`src/rtl/adc_capture_pkg.sv`:
```
`default_nettype none
// ============================================================================
//  Module   : adc_capture_pkg
//  Purpose  : Shared constants for the ADC capture controller: FSM state
//             encoding, trigger-mode codes and a small mode helper.
//  Revision : 1.0 - initial release
// ============================================================================
package adc_capture_pkg;

  // Controller state encoding
  localparam logic [1:0] ST_IDLE    = 2'd0;
  localparam logic [1:0] ST_ARMED   = 2'd1;
  localparam logic [1:0] ST_CAPTURE = 2'd2;
  localparam logic [1:0] ST_DONE    = 2'd3;

  // Trigger modes; the reserved code behaves like immediate capture
  localparam logic [1:0] MODE_IMM    = 2'd0;
  localparam logic [1:0] MODE_THRESH = 2'd1;
  localparam logic [1:0] MODE_EXT    = 2'd2;
  localparam logic [1:0] MODE_RSVD   = 2'd3;

  // True for modes that wait in ARMED for a trigger event
  function automatic logic mode_needs_trigger(input logic [1:0] mode);
    return (mode == MODE_THRESH) || (mode == MODE_EXT);
  endfunction

endpackage
`default_nettype wire

```
`src/rtl/adc_trig_detect.sv`:
```
`default_nettype none
// ============================================================================
//  Module   : adc_trig_detect
//  Purpose  : Trigger detection for threshold-rising and external trigger
//             modes. Produces a single-cycle fire flag aligned with the
//             triggering in_valid sample.
//  Revision : 1.0 - initial release
// ============================================================================
module adc_trig_detect
  import adc_capture_pkg::*;
#(
  parameter int ADC_WIDTH = 10
) (
  input  logic                 clk,
  input  logic                 rst,
  input  logic                 arm,
  input  logic                 armed,
  input  logic [1:0]           mode,
  input  logic [ADC_WIDTH-1:0] thresh,
  input  logic [ADC_WIDTH-1:0] in_data,
  input  logic                 in_valid,
  input  logic                 ext_trig,
  output logic                 fire
);

  logic [ADC_WIDTH-1:0] prev_q, prev_d;
  logic                 seeded_q, seeded_d;

  // Evaluate trigger condition; the first valid sample after arming only seeds prev
  always_comb begin
    prev_d   = prev_q;
    seeded_d = seeded_q;
    fire     = 1'b0;
    if (arm) begin
      seeded_d = 1'b0;
    end else if (armed && in_valid) begin
      case (mode)
        MODE_THRESH: begin
          fire     = seeded_q &&
                     ($signed(prev_q) < $signed(thresh)) &&
                     ($signed(in_data) >= $signed(thresh));
          prev_d   = in_data;
          seeded_d = 1'b1;
        end
        MODE_EXT: fire = ext_trig;
        default:  fire = 1'b0;
      endcase
    end
  end

  // Previous-sample and seed flags
  always_ff @(posedge clk or posedge rst) begin
    if (rst) begin
      prev_q   <= '0;
      seeded_q <= 1'b0;
    end else begin
      prev_q   <= prev_d;
      seeded_q <= seeded_d;
    end
  end

endmodule
`default_nettype wire

```
`src/rtl/adc_capture_ctrl.sv`:
```
`default_nettype none
// ============================================================================
//  Module   : adc_capture_ctrl
//  Purpose  : Captures a configurable-length burst of ADC samples after an
//             immediate, threshold-rising or external trigger and forwards
//             them through a single output register with ready handshake.
//  Revision : 1.0 - initial release
// ============================================================================
module adc_capture_ctrl
  import adc_capture_pkg::*;
#(
  parameter int ADC_WIDTH = 10,
  parameter int LEN_WIDTH = 12
) (
  input  logic                 clk,
  input  logic                 rst,
  input  logic                 start,
  input  logic                 abort,
  input  logic [LEN_WIDTH-1:0] cfg_len,
  input  logic [1:0]           cfg_mode,
  input  logic [ADC_WIDTH-1:0] cfg_thresh,
  input  logic                 ext_trig,
  input  logic [ADC_WIDTH-1:0] in_data,
  input  logic                 in_valid,
  input  logic                 in_ovf,
  output logic [ADC_WIDTH-1:0] out_data,
  output logic                 out_valid,
  output logic                 out_last,
  input  logic                 out_ready,
  output logic                 busy,
  output logic                 done,
  output logic                 drop_err,
  output logic [7:0]           ovf_count
);

  localparam logic [LEN_WIDTH:0] CNT_ONE  = {{LEN_WIDTH{1'b0}}, 1'b1};
  localparam logic [LEN_WIDTH:0] FULL_LEN = {1'b1, {LEN_WIDTH{1'b0}}};

  logic [1:0]           state_q, state_d;
  logic [LEN_WIDTH-1:0] len_q, len_d;
  logic [1:0]           mode_q, mode_d;
  logic [ADC_WIDTH-1:0] thresh_q, thresh_d;
  logic [LEN_WIDTH:0]   cnt_q, cnt_d;
  logic                 final_q, final_d;
  logic [ADC_WIDTH-1:0] out_data_q, out_data_d;
  logic                 out_valid_q, out_valid_d;
  logic                 out_last_q, out_last_d;
  logic                 drop_err_q, drop_err_d;
  logic [7:0]           ovf_count_q, ovf_count_d;

  logic                 trig_arm;
  logic                 trig_fire;
  logic                 eligible;
  logic                 accept;
  logic                 drain;
  logic [LEN_WIDTH:0]   target_len;
  logic [LEN_WIDTH:0]   cnt_inc;

  // A zero length encodes the full 2^LEN_WIDTH burst
  assign target_len = (len_q == '0) ? FULL_LEN : {1'b0, len_q};
  assign cnt_inc    = cnt_q + CNT_ONE;
  assign drain      = out_valid_q && out_ready;
  assign trig_arm   = (state_q == ST_IDLE) && start && !abort;

  adc_trig_detect #(
    .ADC_WIDTH (ADC_WIDTH)
  ) u_trig (
    .clk      (clk),
    .rst      (rst),
    .arm      (trig_arm),
    .armed    (state_q == ST_ARMED),
    .mode     (mode_q),
    .thresh   (thresh_q),
    .in_data  (in_data),
    .in_valid (in_valid),
    .ext_trig (ext_trig),
    .fire     (trig_fire)
  );

  // FSM, sample acceptance into the output register, and status bookkeeping
  always_comb begin
    state_d     = state_q;
    len_d       = len_q;
    mode_d      = mode_q;
    thresh_d    = thresh_q;
    cnt_d       = cnt_q;
    final_d     = final_q;
    out_data_d  = out_data_q;
    out_valid_d = out_valid_q;
    out_last_d  = out_last_q;
    drop_err_d  = drop_err_q;
    ovf_count_d = ovf_count_q;
    eligible    = 1'b0;
    accept      = 1'b0;

    if (abort) begin
      state_d     = ST_IDLE;
      out_valid_d = 1'b0;
      out_last_d  = 1'b0;
    end else begin
      case (state_q)
        ST_IDLE: begin
          if (start) begin
            len_d       = cfg_len;
            mode_d      = cfg_mode;
            thresh_d    = cfg_thresh;
            cnt_d       = '0;
            final_d     = 1'b0;
            drop_err_d  = 1'b0;
            ovf_count_d = 8'd0;
            state_d     = mode_needs_trigger(cfg_mode) ? ST_ARMED : ST_CAPTURE;
          end
        end
        ST_ARMED: begin
          // The triggering sample itself is captured as sample 1
          if (trig_fire) begin
            state_d  = ST_CAPTURE;
            eligible = 1'b1;
          end
        end
        ST_CAPTURE: begin
          eligible = in_valid && !final_q;
          if (drain && out_last_q) begin
            state_d = ST_DONE;
          end
        end
        ST_DONE: state_d = ST_IDLE;
        default: state_d = ST_IDLE;
      endcase

      accept = eligible && (!out_valid_q || out_ready);

      if (accept) begin
        out_data_d  = in_data;
        out_valid_d = 1'b1;
        out_last_d  = (cnt_inc == target_len);
        final_d     = (cnt_inc == target_len);
        cnt_d       = cnt_inc;
        if (in_ovf && (ovf_count_q != 8'hFF)) begin
          ovf_count_d = ovf_count_q + 8'd1;
        end
      end else if (drain) begin
        out_valid_d = 1'b0;
        out_last_d  = 1'b0;
      end

      // Output register full and not emptying: sample is lost
      if (eligible && !accept) begin
        drop_err_d = 1'b1;
      end
    end
  end

  // State and datapath registers
  always_ff @(posedge clk or posedge rst) begin
    if (rst) begin
      state_q     <= ST_IDLE;
      len_q       <= '0;
      mode_q      <= MODE_IMM;
      thresh_q    <= '0;
      cnt_q       <= '0;
      final_q     <= 1'b0;
      out_data_q  <= '0;
      out_valid_q <= 1'b0;
      out_last_q  <= 1'b0;
      drop_err_q  <= 1'b0;
      ovf_count_q <= 8'd0;
    end else begin
      state_q     <= state_d;
      len_q       <= len_d;
      mode_q      <= mode_d;
      thresh_q    <= thresh_d;
      cnt_q       <= cnt_d;
      final_q     <= final_d;
      out_data_q  <= out_data_d;
      out_valid_q <= out_valid_d;
      out_last_q  <= out_last_d;
      drop_err_q  <= drop_err_d;
      ovf_count_q <= ovf_count_d;
    end
  end

  assign out_data  = out_data_q;
  assign out_valid = out_valid_q;
  assign out_last  = out_last_q;
  assign busy      = (state_q != ST_IDLE);
  assign done      = (state_q == ST_DONE);
  assign drop_err  = drop_err_q;
  assign ovf_count = ovf_count_q;

endmodule
`default_nettype wire

```
`config.mk`:
```
export PLATFORM = sky130hd
export DESIGN_NAME = adc_capture_ctrl
export DESIGN_NICKNAME = d
export VERILOG_FILES = /design/src/rtl/adc_capture_pkg.sv /design/src/rtl/adc_trig_detect.sv /design/src/rtl/adc_capture_ctrl.sv
export SDC_FILE = /design/constraint.sdc
export NUM_CORES = 1
export LEC_CHECK = 0
export ABC_CLOCK_PERIOD_IN_PS = 4000
export CAP_MARGIN = 10
export CORE_MARGIN = 10
export CORE_UTILIZATION = 49
export DETAILED_ROUTE_END_ITERATION = 7
export GPL_TIMING_DRIVEN = 0
export PLACE_DENSITY = 0.7
export SYNTH_ARGS = -nofsm -noshare
export SYNTH_HDL_FRONTEND = slang
export SYNTH_SLANG_ARGS = --single-unit
```
`constraint.sdc`:
```
create_clock -name clk -period 4 [get_ports clk]
set_input_delay 0.6 -clock clk [delete_from_list [all_inputs] [get_ports clk]]
set_output_delay 0.6 -clock clk [all_outputs]
set_load 0.005 [all_outputs]
```
detail.png
Region (41, 63) to (71, 93) um. Cells in grey, sequential cells in the stronger grey; small squares are vias.
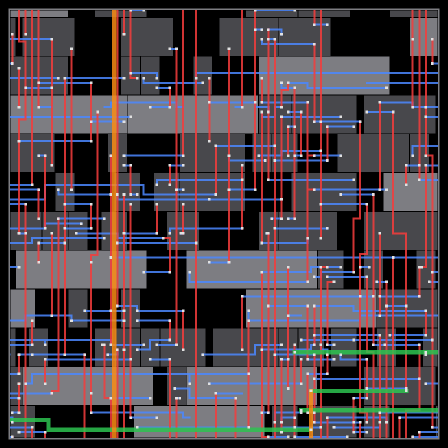
| layer | colour |
|---|---|
| metal 1 | blue |
| metal 4 | orange |
| metal 2 | red |
| metal 3 | green |
most frequent: dfrtp_1 (9), nand2_1 (8), inv_1 (8)
cells with their middle in the window: 61
sequential cells in the window: 9
netlist names of flops here include: thresh_q (3), u_trig.prev_q (3), state_q (2)

layer_met1.png
Drawn at 3 px/um. Supply wires on this layer in grey.
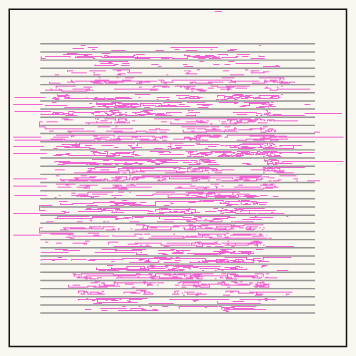
wire length on this layer: 4970 um
nets with wire on the layer: 532

wires.png
Drawn at 3 px/um. Only two layers are drawn.
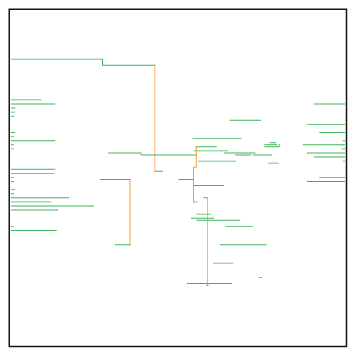
| layer | colour | wire length |
|---|---|---|
| metal 3 | green | 536 um |
| metal 4 | orange | 106 um |
routed wire length: 10700 um
gr usage total: 16.8%

congestion.png
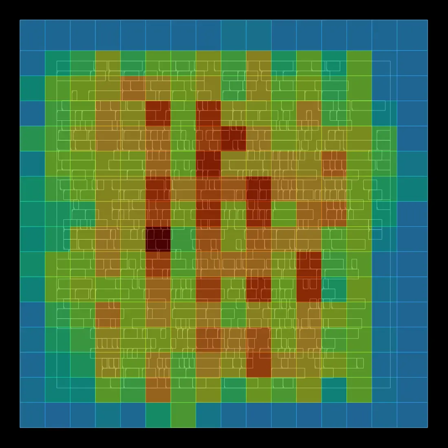
final design utilization: 63.0%
Routed WL per cell: 17.2 um
GRT Max-Usage Layer: met2
met1 Use GR: 21.7%
grt met2 use: 27.0%

logic_types.png
Drawn at 4 px/um.
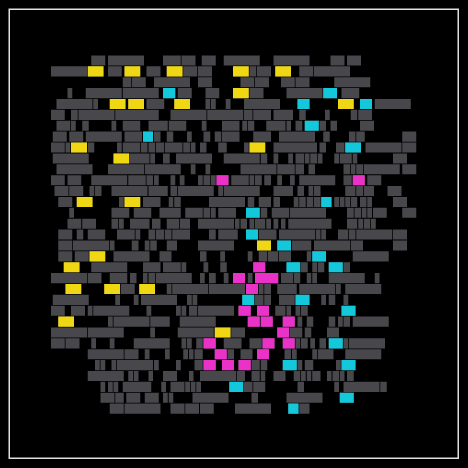
| family | colour | cells |
|---|---|---|
| xor and xnor cells | magenta | 20 |
| mux cells | yellow | 23 |
| non-inverting ao/oa cells | cyan | 23 |

## synth_stat cells, drive strengths merged (2+ instances only)
cell / instances / share of area (%)
a32o: 2 / 0.48
nand3: 15 / 1.9
nand4: 4 / 0.60
xor2: 6 / 1.5
o21a: 2 / 0.36
nor3: 25 / 3.0
a211o: 2 / 0.42
and2: 4 / 0.60
xnor2: 14 / 3.0
nor4b: 4 / 0.85
a22oi: 2 / 0.36
inv: 24 / 2.2
o2111ai: 3 / 0.63
and4b: 2 / 0.48
a21bo: 2 / 0.48
a211oi: 2 / 0.48
nor2b: 3 / 0.45
dfrtp: 72 / 44
a221o: 9 / 2.2
ha: 27 / 8.2
o21ai: 26 / 3.1
nand2: 78 / 7.1
a22o: 2 / 0.42
nand2b: 3 / 0.45
clkbuf: 10 / 0.94
nor4: 3 / 0.45
or3: 4 / 0.60
buf: 7 / 0.94
o211ai: 2 / 0.36
mux2: 22 / 6.0
nor2: 21 / 2.1
a21oi: 17 / 2.1
## layer usage
metal  part of all wire [%]  wire length, um
met5                      0                0
met4                   0.98              105
met3                    5.0              535
met1                     47             4970
met2                     47             5080
## state kept, by name (all words and copies together) (netlist names), 2 cells and up
signal and flops:
u_trig.prev_q 10, out_data 10, ovf_count 8, cnt_q 13
thresh_q 10, len_q 12, mode_q 2, state_q 2
## worst max-delay path, cell delays in order
cell and delay [ns]:
clkdlybuf4s50_1 0.51, inv_1 0.06, ha_1 0.28, a21oi_1 0.12, a21oi_1 0.09, o21ai_0 0.18
o2111ai_1 0.26, a31oi_2 0.58, clkbuf_1 0.45, nor3_1 0.13, a221o_1 0.28
## final cells by class
type | instances | area share (%)
plain buffers | 17 | 1.50
multi-input cells | 323 | 41.9
flip-flops and latches | 72 | 34.8
inverters | 24 | 1.79
clock inverters | 5 | 1.98
well taps | 105 | 2.54
clock buffers | 11 | 2.92
repair buffers | 64 | 12.6
## power breakdown
part	switching [mW]	leakage (nW)	internal, mW
Combinational	0.626	1.24	0.560
Clock	0.300	0.126	0.448
Sequential	0.163	0.945	0.953
Total	1.09	2.31	1.96
## worst max-delay path by stage
stage                               to  cells past startpoint
after floorplan              cnt_q[12]                      9
after global placement    ovf_count[0]                      2
after detailed placement      cnt_q[7]                     11
after CTS                     cnt_q[7]                     11
after global routing         cnt_q[10]                     10
final                        cnt_q[10]                     11
## kinds of logic after synthesis
family                     synth area share (%)
AOI/OAI and AO/OA                          14.1
xor gates and xnor gates                   4.41
adders and majority gates                  8.16
buffers and inverters                      4.05
DFF                                        43.5
muxes                                      6.23
and+or+nand+nor                            19.6
==> results.json <==
{
  "reg2reg_depth": 10,
  "clock_skew_ns": 0.00609,
  "tool_warnings": 30,
  "insertion_delay_ns": 0.35,
  "reg2reg_from": "state_q[0]",
  "ys.flops": 72,
  "fp.dieH_um": 112,
  "start_kind": "input pin",
  "report.power.total_mw": 3.05,
  "pin_count": 65,
  "grt_pass1_vias": 3598,
  "grt_use_met3_pct": 4.24,
  "dp_worst_setup_slack_ns": 0.337,
  "finalSetupTns_ns": 0,
  "finalMaxSlewViolations": 0,
  "syn_to_final_growth_pct": 25.1,
  "yosys_area_mm2": 0.00414,
  "synth_nets": 505,
  "hold_start": "final_q",
  "slew_headroom_pct": 30.6,
  "firstDrtPassIters": 4,
  "min_period_ns": 3.31,
  "status": "complete, no violations",
  "ys.flop_type": "dfrtp_1",
  "regArea_mm2": 0.00180,
  "post_drt_via_cell_ratio": 5.63,
  "yosysUniqueCellTypes": 58,
  "synth_cells": 436,
  "cp.required_ns": 4.23,
  "core-area_mm2": 0.00822,
  "fmax_ghz": 0.303,
  "dp_cells": 605,
  "tritoncts": "yes",
  "r2r-end": "cnt_q[10]",
  "worstSetupStartpoint": "in_data[0]",
  "drc": 0,
  "hold_buffers": 0,
  "powerDensity_mw_per_mm2": 589,
  "cts_num_sinks": 72,
  "hold_depth": 1,
  "rows": 33,
  "netlist_area_mm2": 0.00414,
  "ff2ff_setup_slack_ns": 0.74,
  "worst_ir_drop_vdd_mv": 0.319,
  "io_buffers": 63,
  "clockBufferDepth": 2,
  "end_kind": "flip-flop",
  "p_leak_nw": 2.31,
  "setup_violations": 0,
  "cts_root_buffer": "clkbuf_8",
  "gp_congestion": 0.889,
  "num_antenna_cells": 0,
  "dp_hpwl_um": 7770,
  "ant_nets": 0,
  "synth-async-reset-ratio_pct": 100,
  "grt_pass1_wl_um": 17700,
  "mostFrequentLayoutCells": "78 x nand2_1, 72 x dfrtp_1, 63 x clkdlybuf4s50_1",
  "antenna_found_initial": 0,
  "layout_top_cell": "nand2_1",
  "layout-drive-gt1-share_pct": 10.9,
  "crit_arrival_ns": 3.54,
  "synth-edff-count": 0,
  "crit_path_max_fanout": 10,
  "post_cts_resized": 0,
  "hold_viol_final": 0,
  "critPathKind": "in -> reg",
  "cts_setup_buffers": 0,
  "clkTransAtPathRegs_ns": 0.08,
  "gr-total-overflow": 0,
  "fp_util_pct": 50.4,
  "cts_buffers": 9,
  "final_area_mm2": 0.00518,
  "holdPathEnd": "final_q",
  "ys_cells": 436,
  "die_w_um": 112,
  "stdcell_count": 621,
  "vias": 3494,
  "fill_cells": 696,
  "hold_class": "reg -> reg",
  "nNetsFinal": 580,
  "rsz0062_at_grt": "false",
  "timing.final.ws_setup_ns": 0.694,
  "avgSynthCellArea_um2": 9.49,
  "dieArea_mm2": 0.0125,
  "finalCritPeriodShare_pct": 82.6,
  "place_area_mm2": 0.00492,
  "worstMarginPinSlew_ns": 1.04,
  "grt_max_degree": 38,
  "synth-warning-count": 0,
  "hold_ws_ns": 0.500,
  "logic_area_mm2": 0.00217,
  "drt_first_iter_violations": 120,
  "synth_seq_share_pct": 43.5,
  "h-tree-depth": 3,
  "maxCapViolCount": 0
}
No activity file was given, so power comes from the tool's default toggle rates.
